[src/rtl/mem_req_ctrl.sv]
// Single-outstanding request sequencer in front of a 256x8 level-sensitive memory.
// Optional write-verify readback is enabled by defining MEM_REQ_CTRL_VERIFY_EN.
module mem_req_ctrl #(
    parameter int ADDR_LEN = 8,
    parameter int WORD_LEN = 8,
    parameter int RD_WAIT  = 1
) (
    input  logic                clk,
    input  logic                rst,
    input  logic                req_valid,
    output logic                req_ready,
    input  logic                req_we,
    input  logic [ADDR_LEN-1:0] req_addr,
    input  logic [WORD_LEN-1:0] req_wdata,
    output logic                rsp_valid,
    output logic [WORD_LEN-1:0] rsp_data,
    output logic                rsp_err,
    output logic [ADDR_LEN-1:0] mem_addr,
    output logic                mem_r_en,
    output logic                mem_w_en,
    output logic [WORD_LEN-1:0] mem_wdata,
    input  logic [WORD_LEN-1:0] mem_rdata
);

    localparam logic [2:0] S_IDLE   = 3'd0;
    localparam logic [2:0] S_WRITE  = 3'd1;
    localparam logic [2:0] S_READ   = 3'd2;
`ifdef MEM_REQ_CTRL_VERIFY_EN
    localparam logic [2:0] S_VERIFY = 3'd3;
`endif
    localparam logic [2:0] S_DONE   = 3'd4;

    // Counter runs RD_WAIT-1 .. 0, so r_en stays high for exactly RD_WAIT cycles.
    localparam logic [3:0] WAIT_LOAD = 4'(RD_WAIT - 1);

    logic [2:0]          state_q, state_d;
    logic [3:0]          cnt_q, cnt_d;
    logic                req_ready_q, req_ready_d;
    logic                rsp_valid_q, rsp_valid_d;
    logic [WORD_LEN-1:0] rsp_data_q, rsp_data_d;
    logic [ADDR_LEN-1:0] mem_addr_q, mem_addr_d;
    logic [WORD_LEN-1:0] mem_wdata_q, mem_wdata_d;
    logic                mem_r_en_q, mem_r_en_d;
    logic                mem_w_en_q, mem_w_en_d;
`ifdef MEM_REQ_CTRL_VERIFY_EN
    logic                rsp_err_q, rsp_err_d;
`endif

    always_comb begin
        state_d     = state_q;
        cnt_d       = cnt_q;
        req_ready_d = req_ready_q;
        rsp_valid_d = 1'b0;
        rsp_data_d  = rsp_data_q;
        mem_addr_d  = mem_addr_q;
        mem_wdata_d = mem_wdata_q;
        mem_r_en_d  = mem_r_en_q;
        mem_w_en_d  = 1'b0;
`ifdef MEM_REQ_CTRL_VERIFY_EN
        rsp_err_d   = rsp_err_q;
`endif
        case (state_q)
            S_IDLE: begin
                req_ready_d = 1'b1;
                if (req_valid && req_ready_q) begin
                    req_ready_d = 1'b0;
                    mem_addr_d  = req_addr;
                    mem_wdata_d = req_wdata;
                    rsp_data_d  = '0;
`ifdef MEM_REQ_CTRL_VERIFY_EN
                    rsp_err_d   = 1'b0;
`endif
                    if (req_we) begin
                        state_d    = S_WRITE;
                        mem_w_en_d = 1'b1;
                    end else begin
                        state_d    = S_READ;
                        mem_r_en_d = 1'b1;
                        cnt_d      = WAIT_LOAD;
                    end
                end
            end
            S_WRITE: begin
`ifdef MEM_REQ_CTRL_VERIFY_EN
                state_d    = S_VERIFY;
                mem_r_en_d = 1'b1;
                cnt_d      = WAIT_LOAD;
`else
                state_d     = S_DONE;
                rsp_valid_d = 1'b1;
`endif
            end
            S_READ: begin
                if (cnt_q == 4'd0) begin
                    rsp_data_d  = mem_rdata;
                    mem_r_en_d  = 1'b0;
                    state_d     = S_DONE;
                    rsp_valid_d = 1'b1;
                end else begin
                    cnt_d = cnt_q - 4'd1;
                end
            end
`ifdef MEM_REQ_CTRL_VERIFY_EN
            S_VERIFY: begin
                if (cnt_q == 4'd0) begin
                    rsp_err_d   = (mem_rdata != mem_wdata_q);
                    mem_r_en_d  = 1'b0;
                    state_d     = S_DONE;
                    rsp_valid_d = 1'b1;
                end else begin
                    cnt_d = cnt_q - 4'd1;
                end
            end
`endif
            S_DONE: begin
                state_d     = S_IDLE;
                req_ready_d = 1'b1;
`ifdef MEM_REQ_CTRL_VERIFY_EN
                rsp_err_d   = 1'b0;
`endif
            end
            default: begin
                state_d     = S_IDLE;
                mem_r_en_d  = 1'b0;
                req_ready_d = 1'b0;
            end
        endcase
    end

    always_ff @(posedge clk or posedge rst) begin
        if (rst) begin
            state_q     <= S_IDLE;
            cnt_q       <= 4'd0;
            req_ready_q <= 1'b0;
            rsp_valid_q <= 1'b0;
            rsp_data_q  <= '0;
            mem_addr_q  <= '0;
            mem_wdata_q <= '0;
            mem_r_en_q  <= 1'b0;
            mem_w_en_q  <= 1'b0;
`ifdef MEM_REQ_CTRL_VERIFY_EN
            rsp_err_q   <= 1'b0;
`endif
        end else begin
            state_q     <= state_d;
            cnt_q       <= cnt_d;
            req_ready_q <= req_ready_d;
            rsp_valid_q <= rsp_valid_d;
            rsp_data_q  <= rsp_data_d;
            mem_addr_q  <= mem_addr_d;
            mem_wdata_q <= mem_wdata_d;
            mem_r_en_q  <= mem_r_en_d;
            mem_w_en_q  <= mem_w_en_d;
`ifdef MEM_REQ_CTRL_VERIFY_EN
            rsp_err_q   <= rsp_err_d;
`endif
        end
    end

    assign req_ready = req_ready_q;
    assign rsp_valid = rsp_valid_q;
    assign rsp_data  = rsp_data_q;
    assign mem_addr  = mem_addr_q;
    assign mem_wdata = mem_wdata_q;
    assign mem_r_en  = mem_r_en_q;
    assign mem_w_en  = mem_w_en_q;
`ifdef MEM_REQ_CTRL_VERIFY_EN
    assign rsp_err   = rsp_err_q;
`else
    assign rsp_err   = 1'b0;
`endif

endmodule

[config.mk]
export PLATFORM = sky130hd
export DESIGN_NAME = mem_req_ctrl
export DESIGN_NICKNAME = d
export VERILOG_FILES = /design/src/rtl/mem_req_ctrl.sv
export SDC_FILE = /design/constraint.sdc
export NUM_CORES = 1
export LEC_CHECK = 0
export CORE_MARGIN = 1
export CORE_UTILIZATION = 43
export CTS_CLUSTER_SIZE = 30
export DETAILED_ROUTE_END_ITERATION = 10
export MAX_ROUTING_LAYER = met4
export PLACE_DENSITY_LB_ADDON = 0.25
export SLEW_MARGIN = 20
export SYNTH_ARGS = -nofsm -noshare
export SYNTH_HDL_FRONTEND = slang
export SYNTH_SLANG_ARGS = --single-unit
[constraint.sdc]
create_clock -name clk -period 1.9 [get_ports clk]
set_clock_uncertainty 0.1 [all_clocks]
set_input_delay 0.57 -clock clk [delete_from_list [all_inputs] [get_ports clk]]
set_output_delay 0.57 -clock clk [all_outputs]
set_load 0.005 [all_outputs]
==> writeup.txt, run 1 <==
The run gives 142 as the floorplan net count. Including well taps, the total number of placed cells is 214. The area share of and-or/or-and cells after synthesis works out to 12.1%.

The tools report the worst setup path endpoint as mem_r_en. The cell type that accounts for the most area after synthesis is sky130_fd_sc_hd__dfrtp_1. Multiplexer cells account for 16.1% of the synthesized area.

In the post-route analysis, the smallest setup slack over all paths is 0.0602 ns. The DRC violation total left in the routed layout is recorded as 0. The tools report the number of global-route vias before repair as 1167. In this run the worst hold path is classified as register to register. With the instance count along the most critical hold path at 1, the post-layout period usage of the worst path is 96.8%.

During I/O placement, the number of pins put on the boundary was 57. The layout report lists the combined flip-flop and latch area as 876 um^2. The slew check shows that the tightest pin keeps a relative margin of 64.8%. The report puts the cell count of the worst reg-to-reg path at 5.

The floorplan die width was 61.8 um; the cell resize tally after clock tree synthesis was 13. The fraction of registers with async set/reset works out to 100%. The startpoint identified for the worst hold timing path is mem_addr[5]$_DFFE_PP0P_. The tools report the total chip power as 3510 uW. The floorplan step set the die height to 61.8 um. The main area contributors are sky130_fd_sc_hd__dfrtp_1, sky130_fd_sc_hd__mux2_4, sky130_fd_sc_hd__a22o_1, sky130_fd_sc_hd__mux2_2, sky130_fd_sc_hd__mux2i_1. The layout net count was 215. Per the summary, power density relative to cell area is 1510 nW/um^2.

Per the timing report, the most critical flop-to-flop path finishes at cnt_q[3]$_DFFE_PP0P_. Launch point of the worst reg-to-reg path: cnt_q[0]$_DFFE_PP0P_. The root buffer cell chosen for the clock tree is sky130_fd_sc_hd__clkbuf_4. Yosys stat counts 113 cells in the synthesized netlist. The synthesized netlist devotes 0.815% of its cell area to adder and majority cells.

Counting distinct cell types in the post-synthesis netlist gives 33. Critical path start-end classification: register to output pin. Each instance of the synthesized netlist takes up on average 13.6 um^2.

For the worst setup path, the data arrival time is 1.17 ns. During placement, the flow inserted port buffers numbering 55. The run finished with clean final reports. The first global-routing pass estimated 5150 um of wire.

The maximum single-stage delay on the critical path came out at 0.49 ns. The run gives 1.23 ns as the required time at the worst-slack endpoint. Entering global routing, the biggest net connects 26 pins. For the overall die area, the log shows 3810 um^2. Highest attainable clock frequency: 544 MHz. The worst setup path is launched from a register.

The number of slew-limit violations in the final report came out at 0. Counting instances in the post-synthesis netlist gives the leading cell types as sky130_fd_sc_hd__dfrtp_1, sky130_fd_sc_hd__mux2_4, sky130_fd_sc_hd__a22o_1, sky130_fd_sc_hd__inv_1, sky130_fd_sc_hd__mux2_2.
## run 1: cell type report
cell class	count	share of cell area [%]
flip-flops and latches	35	37.8
repair buffers	73	30.3
multi-input cells	64	26.1
well taps	46	2.48
clock buffers	6	1.78
inverters	7	1.13
clock inverters	2	0.539
## run 1: power breakdown
| group | total, uW | internal (uW) | leakage [uW] | switching [uW] |
|---|---|---|---|---|
| logic | 1860 | 1140 | 0.000762 | 726 |
| registers | 1270 | 1070 | 0.000435 | 197 |
| clock network | 385 | 143 | 0.0000282 | 242 |
| total | 3510 | 2350 | 0.00123 | 1170 |
## run 1: placed cells by master (no fill, tap or decap), types with 2 or more instances in the layout
| master | Yosys | layout |
|---|---|---|
| sky130_fd_sc_hd__a21oi_1 | 4 | 4 |
| sky130_fd_sc_hd__a22o_1 | 9 | 9 |
| sky130_fd_sc_hd__and3_1 | 2 | 2 |
| sky130_fd_sc_hd__buf_4 | 1 | 18 |
| sky130_fd_sc_hd__clkbuf_4 | 0 | 5 |
| sky130_fd_sc_hd__clkdlybuf4s50_1 | 0 | 29 |
| sky130_fd_sc_hd__dfrtp_1 | 35 | 35 |
| sky130_fd_sc_hd__dlygate4sd2_1 | 0 | 13 |
| sky130_fd_sc_hd__dlymetal6s2s_1 | 0 | 13 |
| sky130_fd_sc_hd__inv_1 | 7 | 7 |
| sky130_fd_sc_hd__mux2_2 | 6 | 6 |
| sky130_fd_sc_hd__mux2_4 | 10 | 10 |
| sky130_fd_sc_hd__mux2i_1 | 3 | 3 |
| sky130_fd_sc_hd__nor2_1 | 2 | 2 |
| sky130_fd_sc_hd__nor3_1 | 3 | 3 |
| sky130_fd_sc_hd__nor3b_1 | 3 | 2 |
| sky130_fd_sc_hd__o2bb2ai_1 | 3 | 3 |
run_1/drive_strength.png
Drawn at 4 px/um.
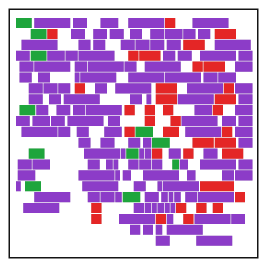
drive 1 or less: in purple, cells 140, most used dfrtp_1. drive 3 to 4: in red, cells 36, most used buf_4. drive 2: in green, cells 11, most used mux2_2.
fin area: 2320 um^2
layout buffer count excluding clock buffers: 73

run_1/cell_classes.png
Drawn at 8 px/um.
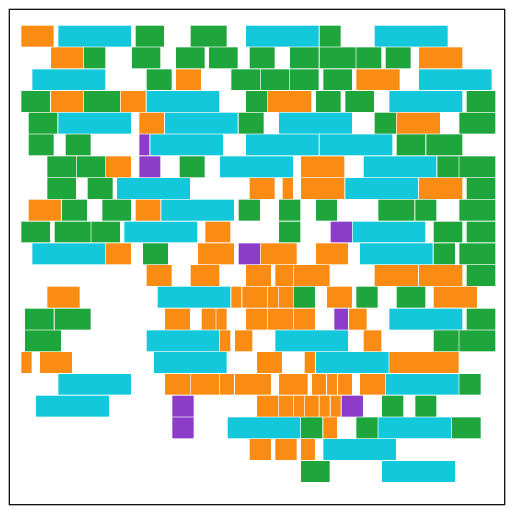
other buffers and delay cells: in green, cells 73, share of their area 31%. clock drivers and dummy loads: in purple, cells 8, share of their area 2.4%. all other logic: in orange, cells 71, share of their area 28%. flip-flops: in cyan, cells 35, share of their area 39%.
area of the core: 3390 um^2
register share of the cell area: 37.8%
Rows: 21
final core utilization: 68.4%

run_1/met3.png
Drawn at 6 px/um. Cells faint in the background.
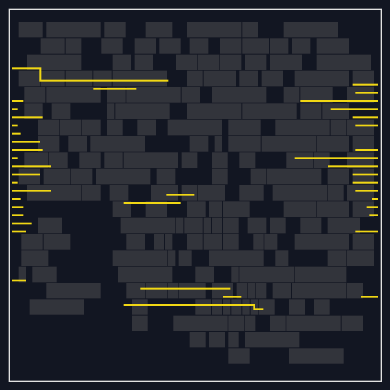
The wires run mostly horizontal. 40 nets have wire on it. The longest straight run is 21.6 um. The layer carries 218 um of wire.
Detailed Route WL: 3400 um
grt met3 use: 6.21%
total number of vias: 1167

==> run 2, diff against run 1 <==
CORE_MARGIN = default   (was 1)
run_2/final_clocks.png
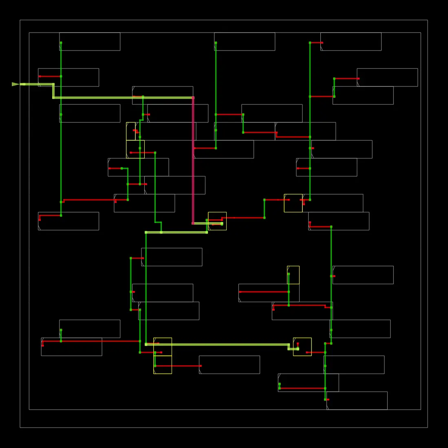
number of clock buffer instances in the layout: 6
Inserted Clock Buffers: 5
worst-skew pair later-pin latency: 0.33 ns
number of flip-flops and latches: 35
clk pwr: 385 uW

run_2/cell_classes.png
Drawn at 8 px/um.
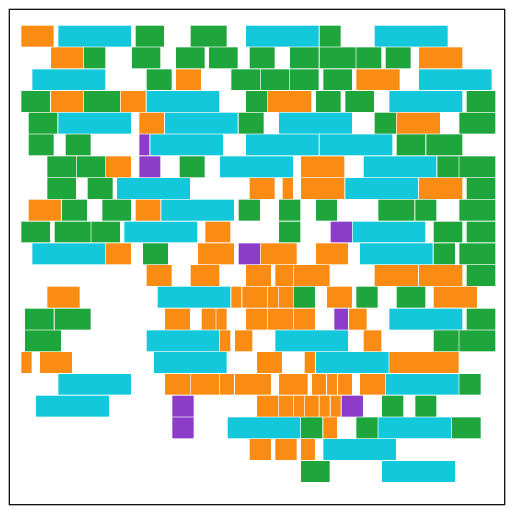
other buffers and delay cells: in green, cells 73, share of their area 31%. flip-flops: in cyan, cells 35, share of their area 39%. all other logic: in orange, cells 71, share of their area 28%. clock drivers and dummy loads: in purple, cells 8, share of their area 2.4%.

run_2/wire_density.png
Drawn at 6 px/um. The die is cut into 12 by 12 equal tiles; dark purple is low, yellow is high, scaled to the fullest tile. Values are wire area over tile area, all layers added.
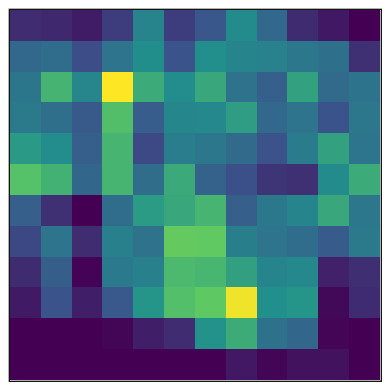
22% of the tiles are over half the peak. 13% of the tiles are nearly empty. The mean over all tiles is 0.14. The fullest tile reaches 0.41. The emptiest ninth of the die: bottom left.
WL/cell: 14.6 um
overall fraction of global-route tracks in use: 20.0%

==> run 2 against run 1 <==
Effect of this change: power stayed put; synthesized cell count did not move; via count stayed put; synthesized area did not move; clock power is essentially flat; cell count unchanged; critical path depth unchanged; setup slack unchanged; first-iteration DRC count is the same; maximum frequency did not move; critical path type unchanged; critical endpoint unchanged.
==> writeup.txt, run 2 <==
The tools report the relative max-transition margin as 64.8%. The first global-routing pass estimated 5150 um of wire. Floorplan core area: 3390 um^2.

The tools report the total via count in the routed design as 1167. The flow ran to the end, and the final reports show no timing, DRC or antenna violations. The power report attributes to the sequential group a share of 36.0%. Post-layout period usage of the worst path: 96.8%. By count the netlist is led by sky130_fd_sc_hd__dfrtp_1, sky130_fd_sc_hd__mux2_4, sky130_fd_sc_hd__a22o_1, sky130_fd_sc_hd__inv_1, sky130_fd_sc_hd__mux2_2. Combinational logic burns 53.0% of the power.

The instance count along the most critical hold path is 1. The floorplan has 21 rows. Data on the critical path is required at its endpoint by 1.23 ns. The final layout contains routed wiring with a total length of 3400 um. The floorplan step set the die height to 61.8 um.

The tools report the sequential power as 1270 uW. The tightest min-delay check is of the register to register type. The root buffer cell was sky130_fd_sc_hd__clkbuf_4. Pin placement for this block handled 57 I/O pins. The cell total in the yosys stat output came out at 113. In the routed design, unresolved DRC markers number 0. For the data arrival time of the critical path, the log shows 1.17 ns.

The total of buffers placed on input and output ports was 55; the fraction of power consumed by the clock network was 11.0%. The number of slew-limit violations in the final report came out at 0. Net switching is 33.2% of the power. The floorplan net count came out at 142.

The run gives 3810 um^2 for the overall die area.
-- run 2: how the worst max path moves through the flow --
stage | slack (ns) | end | cells after the start
after global placement | -0.12 | cnt_q[2]$_DFFE_PP0P_ | 4
after CTS | 0.001 | mem_addr[3] | 1
after floorplan | 0.22 | mem_r_en$_DFFE_PP0P_ | 6
after global routing | 0.005 | rsp_valid | 1
after detailed placement | -0.20 | cnt_q[2]$_DFFE_PP0P_ | 4
final | 0.06 | mem_r_en | 1
-- run 2: repair_timing --
item / CTS / global route
pin swaps: 0 / 0
endpoints found under the hold margin: 0 / 0
setup buffers: 10 / 1
gates resized: 13 / 16
setup endpoints to repair: 18 / 22
-- run 2: final cells by class --
cell class                 instances  area (um^2)  area share (%)
sequential                        35          876            37.8
timing repair buffer              73          702            30.3
multi-input combinational         64          604            26.1
tap                               46         57.6            2.48
clock buffer                       6         41.3            1.78
inverter                           7         26.3            1.13
clock inverter                     2         12.5           0.539
-- run 2: through the flow --
step / total power [uW] / hold WS, ns / setup WS, ns / TNS [ns]
global route: 3790 / 0.421 / 0.00478 / 0
finish: 3510 / 0.411 / 0.0602 / 0
global placement: 3010 / 0.384 / -0.123 / -1.66
detailed placement: 3090 / 0.389 / -0.204 / -2.68
CTS: 3540 / 0.409 / 0.00136 / 0
floorplan: 2310 / 0.390 / 0.219 / 0
-- run 2: kinds of logic (layout without fill, tap and decap cells) --
kind of cell,Yosys count,after routing,synth area share (%)
buf+inv,14,88,4.65
fa+ha+maj,1,1,0.815
flops,35,35,57.0
simple gates,19,19,9.05
compound gates,24,24,12.1
other cells,1,1,0.244
mux,19,19,16.1
-- run 2: layer usage --
layer / share of wire [%] / wire [um]
met2: 51 / 1730
met4: 0.56 / 19
met5: 0 / 0
met3: 6.4 / 218
met1: 42 / 1440
No activity file was given, so power comes from the tool's default toggle rates.
